## src/rtl/multicycle_ctrl.sv

```systemverilog
// Control FSM for the multicycle RV32I datapath: sequences the shared-memory datapath and counts retired instructions.
// Optional build macro: ILLEGAL_TRAP_EN (illegal opcodes trap and hold the extra 'illegal' output).
module multicycle_ctrl #(
    parameter int unsigned WAIT_LIMIT = 15,
    parameter int unsigned CNT_W      = 32
) (
    input  logic             clk,
    input  logic             rst,
    input  logic [6:0]       opcode,
    input  logic [2:0]       funct3,
    input  logic             funct7b5,
    input  logic             zero,
    input  logic             mem_ready,
    output logic             mem_req,
    output logic             mem_we,
    output logic             iord,
    output logic             ir_write,
    output logic             pc_write,
    output logic             reg_write,
    output logic [1:0]       alu_src_a,
    output logic [1:0]       alu_src_b,
    output logic [2:0]       alu_ctrl,
    output logic [1:0]       result_src,
    output logic             pc_src,
    output logic             mem_err,
    output logic [CNT_W-1:0] retired,
    output logic [3:0]       state_dbg
`ifdef ILLEGAL_TRAP_EN
    ,
    output logic             illegal
`endif
);

    localparam int unsigned STALL_W = $clog2(WAIT_LIMIT + 1);

    localparam logic [6:0] OP_R   = 7'b0110011;
    localparam logic [6:0] OP_I   = 7'b0010011;
    localparam logic [6:0] OP_LW  = 7'b0000011;
    localparam logic [6:0] OP_SW  = 7'b0100011;
    localparam logic [6:0] OP_BEQ = 7'b1100011;
    localparam logic [6:0] OP_JAL = 7'b1101111;

    localparam logic [2:0] ALU_ADD = 3'b000;
    localparam logic [2:0] ALU_SUB = 3'b001;
    localparam logic [2:0] ALU_AND = 3'b010;
    localparam logic [2:0] ALU_OR  = 3'b011;
    localparam logic [2:0] ALU_XOR = 3'b100;
    localparam logic [2:0] ALU_SLT = 3'b101;
    localparam logic [2:0] ALU_SLL = 3'b110;
    localparam logic [2:0] ALU_SRL = 3'b111;

    typedef enum logic [3:0] {
        FETCH   = 4'd0,
        DECODE  = 4'd1,
        MEMADR  = 4'd2,
        MEMRD   = 4'd3,
        MEMWB   = 4'd4,
        MEMWR   = 4'd5,
        EXEC_R  = 4'd6,
        EXEC_I  = 4'd7,
        ALU_WB  = 4'd8,
        BEQ     = 4'd9,
        JAL     = 4'd10,
        ILLEGAL = 4'd11,
        FAULT   = 4'd12
    } state_t;

    state_t             state;
    state_t             state_next;
    logic [STALL_W-1:0] stall_cnt;
    logic               stall;
    logic               fault_hit;
    logic               retire;

    // funct3 -> ALU op; SUB only when the caller allows it (R-type)
    function automatic logic [2:0] alu_decode(input logic [2:0] f3, input logic sub_ok);
        logic [2:0] op;
        case (f3)
            3'b000:  op = sub_ok ? ALU_SUB : ALU_ADD;
            3'b111:  op = ALU_AND;
            3'b110:  op = ALU_OR;
            3'b100:  op = ALU_XOR;
            3'b010:  op = ALU_SLT;
            3'b001:  op = ALU_SLL;
            3'b101:  op = ALU_SRL;
            default: op = ALU_ADD;
        endcase
        return op;
    endfunction

    // Next-state and output decode
    always_comb begin
        state_next = state;
        mem_req    = 1'b0;
        mem_we     = 1'b0;
        iord       = 1'b0;
        ir_write   = 1'b0;
        pc_write   = 1'b0;
        reg_write  = 1'b0;
        alu_src_a  = 2'b00;
        alu_src_b  = 2'b00;
        alu_ctrl   = ALU_ADD;
        result_src = 2'b00;
        pc_src     = 1'b0;
        retire     = 1'b0;
        stall      = 1'b0;
        fault_hit  = 1'b0;
`ifdef ILLEGAL_TRAP_EN
        illegal    = 1'b0;
`endif
        case (state)
            FETCH: begin
                mem_req   = 1'b1;
                alu_src_b = 2'b10;
                if (mem_ready) begin
                    ir_write   = 1'b1;
                    pc_write   = 1'b1;
                    state_next = DECODE;
                end
            end
            DECODE: begin
                alu_src_a = 2'b01;
                alu_src_b = 2'b01;
                case (opcode)
                    OP_R:         state_next = EXEC_R;
                    OP_I:         state_next = EXEC_I;
                    OP_LW, OP_SW: state_next = MEMADR;
                    OP_BEQ:       state_next = BEQ;
                    OP_JAL:       state_next = JAL;
                    default:      state_next = ILLEGAL;
                endcase
            end
            EXEC_R: begin
                alu_src_a  = 2'b10;
                alu_ctrl   = alu_decode(funct3, funct7b5);
                state_next = ALU_WB;
            end
            EXEC_I: begin
                alu_src_a  = 2'b10;
                alu_src_b  = 2'b01;
                alu_ctrl   = alu_decode(funct3, 1'b0);
                state_next = ALU_WB;
            end
            ALU_WB: begin
                reg_write  = 1'b1;
                retire     = 1'b1;
                state_next = FETCH;
            end
            MEMADR: begin
                alu_src_a  = 2'b10;
                alu_src_b  = 2'b01;
                state_next = (opcode == OP_LW) ? MEMRD : MEMWR;
            end
            MEMRD: begin
                mem_req = 1'b1;
                iord    = 1'b1;
                if (mem_ready) state_next = MEMWB;
            end
            MEMWB: begin
                reg_write  = 1'b1;
                result_src = 2'b01;
                retire     = 1'b1;
                state_next = FETCH;
            end
            MEMWR: begin
                mem_req = 1'b1;
                mem_we  = 1'b1;
                iord    = 1'b1;
                if (mem_ready) begin
                    retire     = 1'b1;
                    state_next = FETCH;
                end
            end
            BEQ: begin
                alu_src_a  = 2'b10;
                alu_ctrl   = ALU_SUB;
                pc_src     = 1'b1;
                pc_write   = zero;
                retire     = 1'b1;
                state_next = FETCH;
            end
            JAL: begin
                alu_src_a  = 2'b01;
                alu_src_b  = 2'b10;
                result_src = 2'b10;
                reg_write  = 1'b1;
                pc_src     = 1'b1;
                pc_write   = 1'b1;
                retire     = 1'b1;
                state_next = FETCH;
            end
            ILLEGAL: begin
`ifdef ILLEGAL_TRAP_EN
                illegal    = 1'b1;
`else
                retire     = 1'b1;
                state_next = FETCH;
`endif
            end
            FAULT:   state_next = FAULT;
            default: state_next = FAULT;
        endcase

        // The stalled cycle that brings the count to WAIT_LIMIT faults instead of waiting again
        stall = mem_req & ~mem_ready;
        if (stall && (stall_cnt == STALL_W'(WAIT_LIMIT - 1))) begin
            fault_hit  = 1'b1;
            retire     = 1'b0;
            state_next = FAULT;
        end

        // Reset drops the in-flight instruction, so no write may escape in that cycle
        if (rst) begin
            mem_req   = 1'b0;
            mem_we    = 1'b0;
            ir_write  = 1'b0;
            pc_write  = 1'b0;
            reg_write = 1'b0;
            retire    = 1'b0;
        end
    end

    always_ff @(posedge clk) begin
        if (rst) begin
            state     <= FETCH;
            retired   <= '0;
            mem_err   <= 1'b0;
            stall_cnt <= '0;
        end else begin
            state <= state_next;
            if (retire) retired <= retired + CNT_W'(1);
            if (fault_hit) mem_err <= 1'b1;
            stall_cnt <= (stall && !fault_hit) ? stall_cnt + STALL_W'(1) : '0;
        end
    end

    assign state_dbg = state;

endmodule

```

## config.mk

```make
export PLATFORM = sky130hd
export DESIGN_NAME = multicycle_ctrl
export DESIGN_NICKNAME = d
export VERILOG_FILES = /design/src/rtl/multicycle_ctrl.sv
export SDC_FILE = /design/constraint.sdc
export NUM_CORES = 1
export LEC_CHECK = 0
export CORE_UTILIZATION = 43
export CTS_CLUSTER_SIZE = 40
export DETAILED_ROUTE_END_ITERATION = 7
export GPL_TIMING_DRIVEN = 0
export PLACE_DENSITY = 0.76
export SETUP_SLACK_MARGIN = 0.2
export SLEW_MARGIN = 20
export SYNTH_ARGS = -nofsm -noshare
export SYNTH_HDL_FRONTEND = slang
export SYNTH_SLANG_ARGS = --single-unit
```

## constraint.sdc

```tcl
create_clock -name clk -period 2.6 [get_ports clk]
set_clock_uncertainty 0.15 [all_clocks]
set_input_delay 0.78 -clock clk [delete_from_list [all_inputs] [get_ports clk]]
set_output_delay 0.78 -clock clk [all_outputs]
set_load 0.005 [all_outputs]
```

==> GITHUB_STEP_SUMMARY, run 1 <==
### Flow metrics

| Metric | Value |
|---|---|
| WS Path Type | `in2out` |
| Place WS | `-1.18 ns` |
| Initial antenna violation count | `0` |
| Crit start category | `primary input` |
| Vias in the first global route | `approximately 2,400` |
| PnR worst setup slack | `about 0.049 ns` |
| Synth-to-layout area growth | `57.4%` |
| GP Congestion | `0.931` |
| Status | `completed` |
| Via/cell ratio | `between 5 and 6` |
| Post-synthesis average cell area | `7.75 sq um` |
| Power per cell area | `686 nW/um^2` |
| Wire length per cell | `approximately 16 microns` |
| Clk sink count | `between 40 and 50` |
| First-pass GRT wire length | `approximately 11,000 microns` |
| Largest net degree at the start of global routing | `13` |
| Worst Tran Pin Value | `about 0.70 ns` |
| Tmin final | `2.55 ns` |
| Log Warnings | `30` |
| CTS clk-pin slew, worst paths | `~0.080 ns` |
| Leakage power | `roughly 0.0013 uW` |
| WL met2 | `between 3000 and 4000 microns` |
| Max stage delay cell, worst path | `nor3_2` |
| Max-slew headroom | `between 50% and 60%` |
| Min-Delay Path Class | `reg2reg` |
| Final setup fails | `0` |
| # Cells Yosys | `just over 300` |
| Vias post-DR | `~2,700` |
| Top_reg_cell synth | `dfxtp_1` |
| Layout cells sized above 1 | `between 20 and 30%` |
| Peak supply drop | `~0.43 mV` |
| M1 WL | `between 3000 and 4000 microns` |
| Crit path DAT | `1.62 ns` |
| Late-Pin Clk Latency | `~0.30 ns` |
| Netlist cell types | `47` |
| Mapped cell area | `~2300 sq um` |
| Top-count cell post-synth | `dfxtp_1` |
| CTS tree | `done` |
| Crit path capture type | `output port` |
| Commonest cells post-synth | `dfxtp_1, nor2_1, a21oi_1` |
| GRT Util Overall | `between 20% and 30%` |
| Die Height | `approximately 76 microns` |
| Chip footprint | `between 5000 and 6000 sq um` |
| Die X | `between 70 and 80 microns` |
| Final-report hold violation count | `0` |
| Routed wl met3 | `~440 microns` |
| Ys async rst share | `0%` |
| Uppermost layer routed | `met4` |
| Delay-heaviest family, CP | `buffers and inverters` |
| Crit path max fanout | `10` |
run 1: through the flow:
stage                     setup TNS (ns)  cells  power, uW  instance area, sq um  utilization (%)
after floorplan                        0    303       1240                  2370                -
after global placement            -20.55    440       1620                  3130             60.4
after detailed placement          -22.11    440       1620                  3130             60.4
after CTS                              0    464       2290                  3510             67.9
after global routing                   0    470       2640                  3700             71.5
final                                  0    470       2540                  3700             71.5
run 1: layout make-up:
type,instances,area (sq um)
tap,70,87.6
timing repair buffer,89,778
sequential,41,836
clock buffer,7,96.3
clock inverter,1,5.00
fill,400,1480
buffer,15,189
inverter,8,33.8
multi-input combinational,239,1670
run 1: worst paths after layout:
path | cells past startpoint | end
hold / removal | 1 | stall_cnt[0]$_SDFF_PP0_
setup reg to reg | 8 | retired[7]$_SDFFE_PP0P_
hold reg to reg | 1 | stall_cnt[0]$_SDFF_PP0_
setup / recovery | 6 | pc_write
run 1: logic make-up (layout without fill, tap and decap cells):
group,count (synthesis),after routing,share of synthesized area (%)
XOR/XNOR,23,23,8.58
AND/OR/NAND/NOR,156,156,35.7
buffers and inverters,23,120,4.05
adder cells (fa/ha/maj),3,3,1.60
flip-flops,41,41,34.9
multiplexers,1,1,0.479
AND-OR/OR-AND,56,56,14.7
run 1: state kept, by name, indices dropped and copies added (netlist names):
| signal | flops |
|---|---|
| state_dbg | 4 |
| retired | 32 |
| stall_cnt | 4 |
| mem_err | 1 |
run 1: report_power, final:
part           internal, uW  switching (uW)  leakage, uW
Clock                   240             233    0.0000542
Sequential              677            51.1     0.000335
Combinational           641             693     0.000937
Total                  1560             977      0.00133
run 1: what timing repair did:
item,in CTS,in global routing
endpoints found under the setup margin,49,34
gates resized,127,54
setup buffers,16,6
pin swaps,20,13
run 1: cell usage in the layout, fill, tap and decap left out, types with 5 or more instances in the layout:
| cell type | instances |
|---|---|
| nor3_1 | 8 |
| buf_2 | 13 |
| a21oi_1 | 18 |
| clkdlybuf4s50_1 | 44 |
| nand2b_1 | 10 |
| or3_1 | 9 |
| nor2_1 | 35 |
| inv_1 | 6 |
| nand3_1 | 13 |
| nand4_1 | 6 |
| xor2_1 | 5 |
| nor4_1 | 5 |
| buf_6 | 9 |
| nand2_1 | 17 |
| buf_4 | 17 |
| o21ai_0 | 15 |
| clkbuf_8 | 9 |
| xnor2_1 | 17 |
| dfxtp_2 | 6 |
| dfxtp_1 | 33 |
run 1: per-layer routing:
layer  track usage [%]  up-vias
met4              9.04        0
met2              39.9       97
met3              3.73       10
met1              33.1     1284
met5                 0        -
li1                  -     1288
**Run 1: wires at chosen ports, followed through buffers**

Drawn at 6 px/micron.
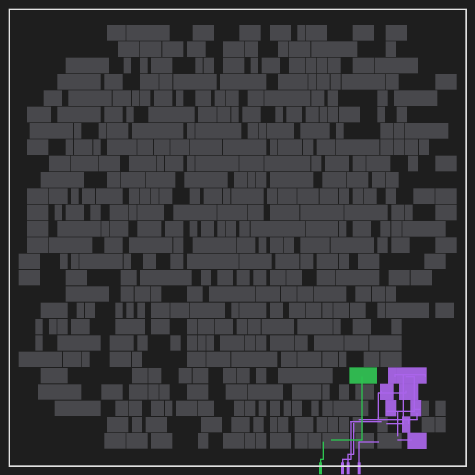
legend:
  green:
    port: zero
    bits: 1
    direction: input
    edge: south
    end_cells: 1
    buffers: 1
    wire: 19.6 microns
  purple:
    port: funct3
    bits: 3
    direction: input
    edge: south
    end_cells: 8
    buffers: 3
    wire: 84.5 microns
boundary pin count: 68
IO Port Bufs: 67

**Run 1: register map, names as in the netlist**

Drawn at 4 px/micron. Other sequential cells in the stronger grey, the rest of the logic in the fainter grey.
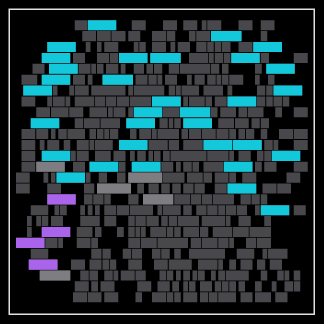
legend:
  cyan:
    netlist_name: retired
    sequential_cells: 32
  purple:
    netlist_name: stall_cnt
    sequential_cells: 4
    where: south-west
Seq power: 728 uW
Flop area: 836 sq um
final core utilization: 71.5%

**Run 1: logic cells by family**

Drawn at 4 px/micron.
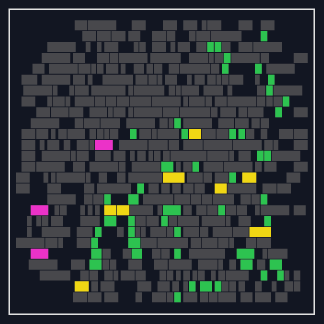
legend:
  green:
    family: inverting AOI/OAI gates
    cells: 48
    most_used: a21oi_1
  magenta:
    family: adder and majority cells
    cells: 3
    most_used: ha_1
  yellow:
    family: AND-OR and OR-AND gates
    cells: 8
    most_used: a31o_2
most frequent logic cell in the layout: clkdlybuf4s50_1
logic share of the area: 45.2%
Post-Layout Cell Count: 470

==> run 2: changes to the inputs <==
--- a/config.mk
+++ b/config.mk
@@ -5,6 +5,7 @@
 export SDC_FILE = /design/constraint.sdc
 export NUM_CORES = 1
 export LEC_CHECK = 0
+export CAP_MARGIN = 0
 export CORE_UTILIZATION = 43
 export CTS_CLUSTER_SIZE = 40
 export DETAILED_ROUTE_END_ITERATION = 7
**Run 2: logic cells by family**

Drawn at 4 px/micron.
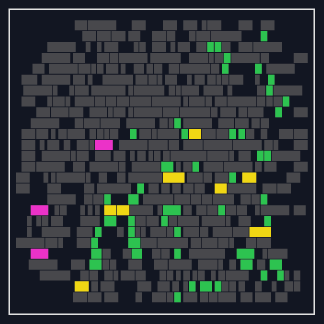
legend:
  magenta:
    family: adder and majority cells
    cells: 3
    most_used: ha_1
  yellow:
    family: AND-OR and OR-AND gates
    cells: 8
    most_used: a31o_2
  green:
    family: inverting AOI/OAI gates
    cells: 48
    most_used: a21oi_1

==> GITHUB_STEP_SUMMARY, run 2 <==
### Flow metrics

| Metric | Value |
|---|---|
| Top-count cell post-synth | `dfxtp_1` |
| Worst Path Buf+Inv | `5` |
| Wire length per cell | `roughly 16 microns` |
| Top-area cell share | `around a third` |
| CTS tree | `done` |
| Crit path top cell by count | `buf_6` |
| Final core utilization | `between 70% and 80%` |
| WL met2 | `roughly 3600 microns` |
| Post-synthesis average cell area | `between 7 and 8 sq um` |
| # Cells Yosys | `around 300` |
| Via/cell ratio | `around 5.7` |
| Crit path capture type | `output port` |
| Final-report hold violation count | `0` |
| Boundary pin count | `about 68` |
| Mapped cell area | `~2300 sq um` |
| M1 WL | `approximately 3500 microns` |
| Max reg flops | `32` |
| Placed insts | `around 440` |
| Slowest cell delay on critical path | `0.16 ns` |
| Late-Pin Clk Latency | `approximately 0.30 ns` |
| Vias post-DR | `2,679` |
| GRT Util Overall | `24.6%` |
| Status | `completed` |
| Delay-heaviest family, CP | `buffers and inverters` |
| Peak supply drop | `about 0.43 mV` |
| Initial antenna violation count | `0` |
| Fill cells | `400` |
| Max stage delay cell, worst path | `nor3_2` |
| Crit path max fanout | `10` |
| Largest Register | `retired` |
| Ys async rst share | `0%` |
| PnR worst setup slack | `~0.049 ns` |
| Final max-slew violation count | `0` |
| Leakage power | `0.00133 uW` |
| WL final | `around 7700 microns` |
| RSZ-0062 raised after global routing | `yes` |
| Chip footprint | `5760 sq um` |
| Max-slew headroom | `a little over half` |
| Most frequent logic cell in the layout | `clkdlybuf4s50_1` |
| DR iter-0 viols | `between 150 and 200` |
| Post-Layout Cell Count | `between 400 and 500` |
| Placed Area | `around 3100 sq um` |
| IO Port Bufs | `around 67` |
| Worst Tran Pin Value | `roughly 0.7 ns` |
| Layout cells sized above 1 | `around 30%` |
| Pre-antenna DRT Iters | `4` |
| Final Instance Area | `roughly 3700 sq um` |
| Min-Delay Path Class | `reg2reg` |
| CTS clk-pin slew, worst paths | `around 0.080 ns` |
| Top_reg_cell synth | `dfxtp_1` |
| Log Warnings | `30` |
| Die Height | `~76 microns` |
| CTS Buffer Depth | `2` |
| Crit start category | `primary input` |
| Top cells excl fill/tap | `clkdlybuf4s50_1, nor2_1, dfxtp_1` |
| Power per cell area | `approximately 700 nW/um^2` |
| Clk sink count | `approximately 41` |
| Largest net degree at the start of global routing | `13` |
| GP Congestion | `around 0.93` |
| Part of the Yosys area used for sequential elements | `between 30% and 40%` |
| Place WS | `-1.18 ns` |
| WS Path Type | `in2out` |
| Ys Warns | `0` |
| First-pass GRT wire length | `around 11,000 microns` |
| Vias in the first global route | `around 2,400` |
| Die X | `75.9 microns` |
| Tmin final | `between 2 and 3 ns` |
| Synth-to-layout area growth | `57.4%` |
| Routed wl met3 | `~440 microns` |
| Uppermost layer routed | `met4` |
| Crit path DAT | `1.62 ns` |
| Netlist cell types | `about 47` |
| Commonest cells post-synth | `dfxtp_1, nor2_1, a21oi_1` |
| Final setup fails | `0` |
| Root Buffer | `clkbuf_8` |
run 2: cell counts in the layout (fill, tap and decap cells not counted):
Identical to the previous run, type by type.
run 2: final cells by class:
cell class / instances / area, sq um / area share, %
multi-input combinational: 239 / 1670 / 45.2
sequential: 41 / 836 / 22.6
timing repair buffer: 89 / 778 / 21.0
buffer: 15 / 189 / 5.11
clock buffer: 7 / 96.3 / 2.61
tap: 70 / 87.6 / 2.37
inverter: 8 / 33.8 / 0.914
clock inverter: 1 / 5.00 / 0.135
run 2: kinds of logic (layout without fill, tap and decap cells):
| kind of cell | after synthesis | count (layout) | share of synthesized area [%] |
|---|---|---|---|
| and+or+nand+nor | 156 | 156 | 35.7 |
| AOI/OAI and AO/OA | 56 | 56 | 14.7 |
| DFF | 41 | 41 | 34.9 |
| xor gates and xnor gates | 23 | 23 | 8.58 |
| buffers and inverters | 23 | 120 | 4.05 |
| adders and majority gates | 3 | 3 | 1.60 |
| muxes | 1 | 1 | 0.479 |
run 2: through the flow:
stage / hold slack, ns / TNS, ns / power, uW
floorplan: 0.280 / 0 / 1240
global placement: 0.293 / -20.55 / 1620
detailed placement: 0.302 / -22.11 / 1620
CTS: 0.320 / 0 / 2290
global route: 0.340 / 0 / 2640
finish: 0.324 / 0 / 2540
run 2: power by group:
group / internal [uW] / leakage, uW / total (uW) / switching, uW
combinational: 641 / 0.000937 / 1330 / 693
sequential: 677 / 0.000335 / 728 / 51.1
clock: 240 / 0.0000542 / 473 / 233
run 2: what timing repair did:
item,CTS,global route
endpoints found under the setup margin,49,34
setup buffers,16,6
cloned,0,0
gates resized,127,54
pin swaps,20,13
hold buffers,0,0
run 2: worst paths after layout:
kind	slack [ns]	cells past startpoint	to	start
worst max register to register	0.12	8	retired[7]$_SDFFE_PP0P_	state_dbg[1]$_SDFFE_PP0P_
worst max-delay path	0.05	6	pc_write	rst
worst min register to register	0.32	1	stall_cnt[0]$_SDFF_PP0_	stall_cnt[0]$_SDFF_PP0_
worst min-delay path	0.32	1	stall_cnt[0]$_SDFF_PP0_	stall_cnt[0]$_SDFF_PP0_
run 2: per-layer routing:
| metal | global-route usage, % | vias up |
|---|---|---|
| met2 | 39.9 | 97 |
| met4 | 9.04 | 0 |
| met3 | 3.73 | 10 |
| li1 | - | 1288 |
| met1 | 33.1 | 1284 |
| met5 | 0 | - |
Power and IR drop assume default switching activity.
